`src/rtl/axil_master_gfi_pkg.sv`:
```
// rtl/axil_master_gfi_pkg.sv - shared widths, AXI response codes and FSM states for axil_master_gfi
package axil_master_gfi_pkg;

    localparam int DEF_ADRES_BIT = 32;
    localparam int DEF_VERI_BIT  = 32;

    localparam logic [1:0] RESP_OKAY   = 2'b00;
    localparam logic [1:0] RESP_SLVERR = 2'b10;
    localparam logic [1:0] RESP_DECERR = 2'b11;

    typedef enum logic [2:0] {
        BOSTA    = 3'd0,
        YAZ_AW_W = 3'd1,
        YAZ_B    = 3'd2,
        OKU_AR   = 3'd3,
        OKU_R    = 3'd4,
        YANIT    = 3'd5
    } durum_t;

endpackage

```
`src/rtl/axil_master_gfi.sv`:
```
// rtl/axil_master_gfi.sv - AXI4-Lite master running one transaction per command, one response beat each
module axil_master_gfi
    import axil_master_gfi_pkg::*;
#(
    parameter int ADRES_BIT = DEF_ADRES_BIT,
    parameter int VERI_BIT  = DEF_VERI_BIT
) (
    input  logic                    ACLK,
    input  logic                    ARESETn,

    input  logic                    komut_gecerli,
    output logic                    komut_hazir,
    input  logic                    komut_yaz,
    input  logic [ADRES_BIT-1:0]    komut_adres,
    input  logic [VERI_BIT-1:0]     komut_veri,
    input  logic [VERI_BIT/8-1:0]   komut_strb,

    output logic                    veri_gecerli,
    input  logic                    veri_hazir,
    output logic [VERI_BIT-1:0]     veri,
    output logic                    veri_hata,

    output logic [ADRES_BIT-1:0]    AWADDR,
    output logic                    AWVALID,
    output logic [2:0]              AWPROT,
    input  logic                    AWREADY,

    output logic [VERI_BIT-1:0]     WDATA,
    output logic [VERI_BIT/8-1:0]   WSTRB,
    output logic                    WVALID,
    input  logic                    WREADY,

    input  logic                    BVALID,
    input  logic [1:0]              BRESP,
    output logic                    BREADY,

    output logic [ADRES_BIT-1:0]    ARADDR,
    output logic                    ARVALID,
    output logic [2:0]              ARPROT,
    input  logic                    ARREADY,

    input  logic [VERI_BIT-1:0]     RDATA,
    input  logic [1:0]              RRESP,
    input  logic                    RVALID,
    output logic                    RREADY
);

    durum_t durum;
    logic   aw_bitti;
    logic   w_bitti;
    logic   aw_simdi;
    logic   w_simdi;

    assign komut_hazir = (durum == BOSTA) && ARESETn;
    assign AWPROT      = 3'b000;
    assign ARPROT      = 3'b000;

    // AW and W complete independently; "simdi" includes a handshake happening this cycle.
    always_comb begin
        aw_simdi = aw_bitti || (AWVALID && AWREADY);
        w_simdi  = w_bitti  || (WVALID && WREADY);
    end

    always_ff @(posedge ACLK or negedge ARESETn) begin
        if (!ARESETn) begin
            durum        <= BOSTA;
            aw_bitti     <= 1'b0;
            w_bitti      <= 1'b0;
            AWADDR       <= '0;
            AWVALID      <= 1'b0;
            WDATA        <= '0;
            WSTRB        <= '0;
            WVALID       <= 1'b0;
            BREADY       <= 1'b0;
            ARADDR       <= '0;
            ARVALID      <= 1'b0;
            RREADY       <= 1'b0;
            veri_gecerli <= 1'b0;
            veri         <= '0;
            veri_hata    <= 1'b0;
        end else begin
            case (durum)
                BOSTA: begin
                    if (komut_gecerli) begin
                        if (komut_yaz) begin
                            AWADDR   <= komut_adres;
                            WDATA    <= komut_veri;
                            WSTRB    <= komut_strb;
                            AWVALID  <= 1'b1;
                            WVALID   <= 1'b1;
                            aw_bitti <= 1'b0;
                            w_bitti  <= 1'b0;
                            durum    <= YAZ_AW_W;
                        end else begin
                            ARADDR  <= komut_adres;
                            ARVALID <= 1'b1;
                            durum   <= OKU_AR;
                        end
                    end
                end
                YAZ_AW_W: begin
                    if (AWVALID && AWREADY) AWVALID <= 1'b0;
                    if (WVALID && WREADY)   WVALID  <= 1'b0;
                    aw_bitti <= aw_simdi;
                    w_bitti  <= w_simdi;
                    if (aw_simdi && w_simdi) begin
                        BREADY <= 1'b1;
                        durum  <= YAZ_B;
                    end
                end
                YAZ_B: begin
                    if (BVALID) begin
                        BREADY       <= 1'b0;
                        veri         <= '0;
                        veri_hata    <= (BRESP != RESP_OKAY);
                        veri_gecerli <= 1'b1;
                        durum        <= YANIT;
                    end
                end
                OKU_AR: begin
                    if (ARREADY) begin
                        ARVALID <= 1'b0;
                        RREADY  <= 1'b1;
                        durum   <= OKU_R;
                    end
                end
                OKU_R: begin
                    // Read data is forwarded even on SLVERR/DECERR.
                    if (RVALID) begin
                        RREADY       <= 1'b0;
                        veri         <= RDATA;
                        veri_hata    <= (RRESP != RESP_OKAY);
                        veri_gecerli <= 1'b1;
                        durum        <= YANIT;
                    end
                end
                YANIT: begin
                    if (veri_hazir) begin
                        veri_gecerli <= 1'b0;
                        durum        <= BOSTA;
                    end
                end
                default: durum <= BOSTA;
            endcase
        end
    end

endmodule

```
`config.mk`:
```
export PLATFORM = sky130hd
export DESIGN_NAME = axil_master_gfi
export DESIGN_NICKNAME = d
export VERILOG_FILES = /design/src/rtl/axil_master_gfi_pkg.sv /design/src/rtl/axil_master_gfi.sv
export SDC_FILE = /design/constraint.sdc
export NUM_CORES = 1
export LEC_CHECK = 0
export CAP_MARGIN = 40
export CORE_MARGIN = 5
export CORE_UTILIZATION = 43
export CTS_CLUSTER_DIAMETER = 120
export DETAILED_ROUTE_END_ITERATION = 12
export MAX_ROUTING_LAYER = met4
export PLACE_DENSITY = 0.81
export SLEW_MARGIN = 20
export SYNTH_ARGS = -nofsm -noshare
export SYNTH_HDL_FRONTEND = slang
export SYNTH_SLANG_ARGS = --single-unit
```
`constraint.sdc`:
```
create_clock -name ACLK -period 1.95 [get_ports ACLK]
set_input_delay 0.4875 -clock ACLK [delete_from_list [all_inputs] [get_ports ACLK]]
set_output_delay 0.4875 -clock ACLK [all_outputs]
set_load 0.02 [all_outputs]
```
==> images/layers.png <==
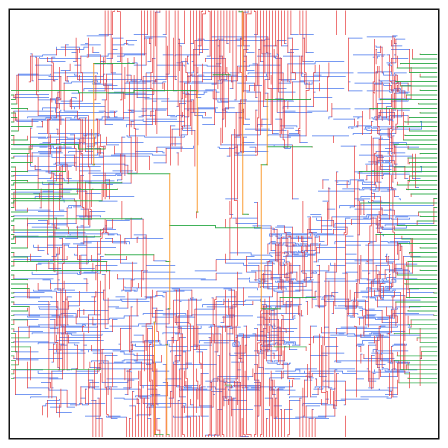
layer	color	wire length
M3	green	1,340 um
M4	orange	294 um
M2	red	7,830 um
M1	blue	6,250 um
All-Layer GR Usage: 19.1%
Post-Route WL: 15.7 mm
drt wl/cell: 17.9 um
vias: 4,172

==> images/closeup.png <==
Window x 45 to 85, y 19 to 59 um. Cells in gray, sequential cells in the stronger gray; small squares are vias.
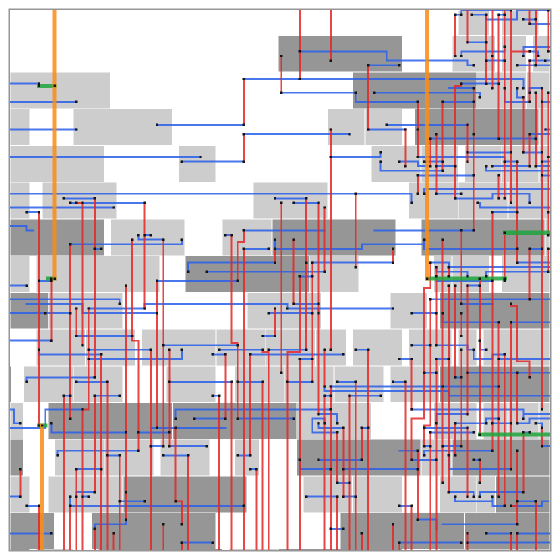
layer	color
M2	red
M1	blue
M3	green
M4	orange
sequential cells in the window	17
cells with their middle in the window	80
netlist names of flops here include	WDATA (10), durum (3)
most frequent	clkdlybuf4s50_1 (19), dfrtp_1 (17), mux2_4 (8)

==> images/m3.png <==
The bar under the picture is 50 um long.
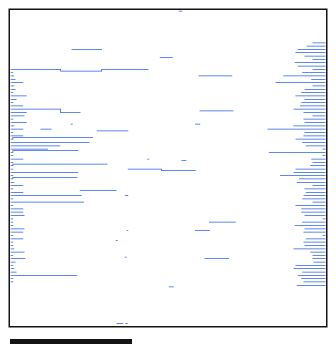
main direction	horizontal
share of all routed wire	8.6%
nets with wire on the layer	146
longest straight run	38.6 um
wire length on this layer	1,340 um
M3 GR Usage: 6.22%

==> images/clock_wires.png <==
The bar under the picture is 50 um long.
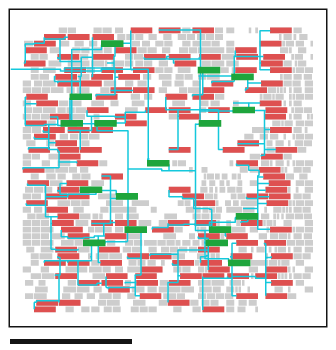
[clock wires] cyan | length: 1,730 um
[clock-net drivers] green | count: 17
[flip-flops] red | count: 144
routed clock nets	18
flops lie	spread over the die
clock power share: 48.9%
Layout Skew: 0.00705 ns
clock group power: 0.00318 W
Latency at later pin: 0.41 ns

==> deck_impl_summary.md <==
Implementation Results

Synth
  • Syn_area_per_cell: between 10 and 15 sq um
  • Commonest flop: dfrtp_1
  • Synth logic family: multiplexers
  • Xor/xnor share: 0%
  • Post-synthesis cell area: just over 6000 sq um
  • Synth Area in Adders: 0%
  • Cells in synth_stat.txt: 420
  • Simple share: 4.49%
  • Sequential share of the synthesized area: between 50% and 60%
  • Yosys cell types: 34
  • Aoi share: under 10%
  • Yosys chip area: 6130 sq um
  • Yosys top cell by instances: dfrtp_1
  • Cell accounting for the most synthesized area: dfrtp_1

Power
  • Pwr Total: between 0.006 and 0.007 W
  • Part of the power in combinational logic: roughly 5.2%
  • VDD IR max: 0.000552 V
  • Cell area power density: 685 nW/um^2
  • Pleak: 4.45 nW
  • Comb group: roughly 0.00034 W
  • Net Sw Power: approximately 0.0013 W
  • P_seq: 0.00299 W
  • Cell-internal power: approximately 0.0052 W
  • Biggest consumer: clock
  • Sequential Power Share: between 40% and 50%

Finish
  • Seq area share: between 30% and 40%
  • Signal inverters: 34
  • Non-clock buffer count: approximately 270
  • Register Area: 3600 sq um
  • Layout Utilization: between 60 and 70%
  • Final non-clock buffer share: 29.1%
  • CLK BUF: 22
  • Top class by area: flip-flops and latches
  • Post-route non-filler standard cell count: between 800 and 900
  • Diodes inserted: 0
  • Layout Nets: 802
  • Logic gate fraction of the total cell area: 23.1%
  • Number of fill cells: a little under 1,000
  • Combinational Area: around 2200 sq um

Worst setup path
  • Reg2Reg Launch Point: durum[1]$_DFFE_PN0P_
  • Worst Setup SP: AWADDR[22]$_DFFE_PN0P_
  • Reg2reg path depth: 6
  • WP buf/inv: 1
  • Crit path max-delay family: buffers and inverters
  • Crit path arrival time: around 1.4 ns
  • Slowest cell on the critical path: clkdlybuf4s50_1

Clock network
  • Clock slew at reported path FFs: about 0.060 ns
  • Post-CTS Setup Bufs: 1
  • Clock buffer depth: 2
  • Post-cts repair resize count: 7
  • CTS Buf Count: 17
  • CTS tree: yes
  • CTS root buffer: clkbuf_16

Detailed routing
  • Uppermost layer routed: met4
  • Vias/cell: roughly 4.7
  • # DRC: 0
  • Met1 WL: between 6 and 7 mm
  • Drt pass-1 iters: 4

Floorplanning
  • Die height: 129 um
  • Die W: ~130 um
  • Core Box Area: 13,900 sq um
  • Tap cells: ~180
  • I/O pins: roughly 260

Place
  • Area post-placement: approximately 8900 sq um
  • Port Buffer Count: around 250
  • RePlAce Congestion: 0.800
  • Pre-CTS setup slack: -0.0702 ns

Global route
  • Vias in the first global route: 4,581
  • Largest net degree at the start of global routing: between 100 and 150
  • Antenna violations before repair: 0
  • Grt met1 use: between 20 and 25%
  • Top Usage Layer GRT: met2
  • Met2 Use GR: between 30% and 40%

Flow run
  • OpenROAD warning count: 28

Final timing
  • Final hold vios: 0
  • Final Cycle Share: a little over nine tenths
  • FMAX: 0.525 GHz
  • Post-layout min period: between 1.5 and 2 ns
  • Worst slew margin: between 40% and 50%
  • Setup ws final: approximately 0.047 ns
  • TNS Setup: 0 ns
  • WHS: 0.195 ns

Outcome
  • Status: complete, no violations

Min path
  • HP Class: in2async
[placed cells by master, fill, tap and decap left out, types with 2 or more instances in the layout]
cell type / count
a21o_1: 2
a21oi_1: 3
a31oi_1: 4
buf_12: 7
buf_4: 11
bufinv_16: 2
clkbuf_1: 2
clkbuf_16: 17
clkbuf_8: 3
clkdlybuf4s50_1: 242
clkinv_2: 2
clkinvlp_4: 4
conb_1: 6
dfrtp_1: 144
dlygate4sd2_1: 3
dlymetal6s2s_1: 6
inv_1: 34
mux2_1: 7
mux2_2: 30
mux2_4: 64
mux2i_1: 35
nand2_1: 35
nand2b_1: 5
nand3b_1: 2
nor2_1: 4
o211ai_1: 2
o21ai_0: 6
Power is estimated from default activity; no workload was simulated.
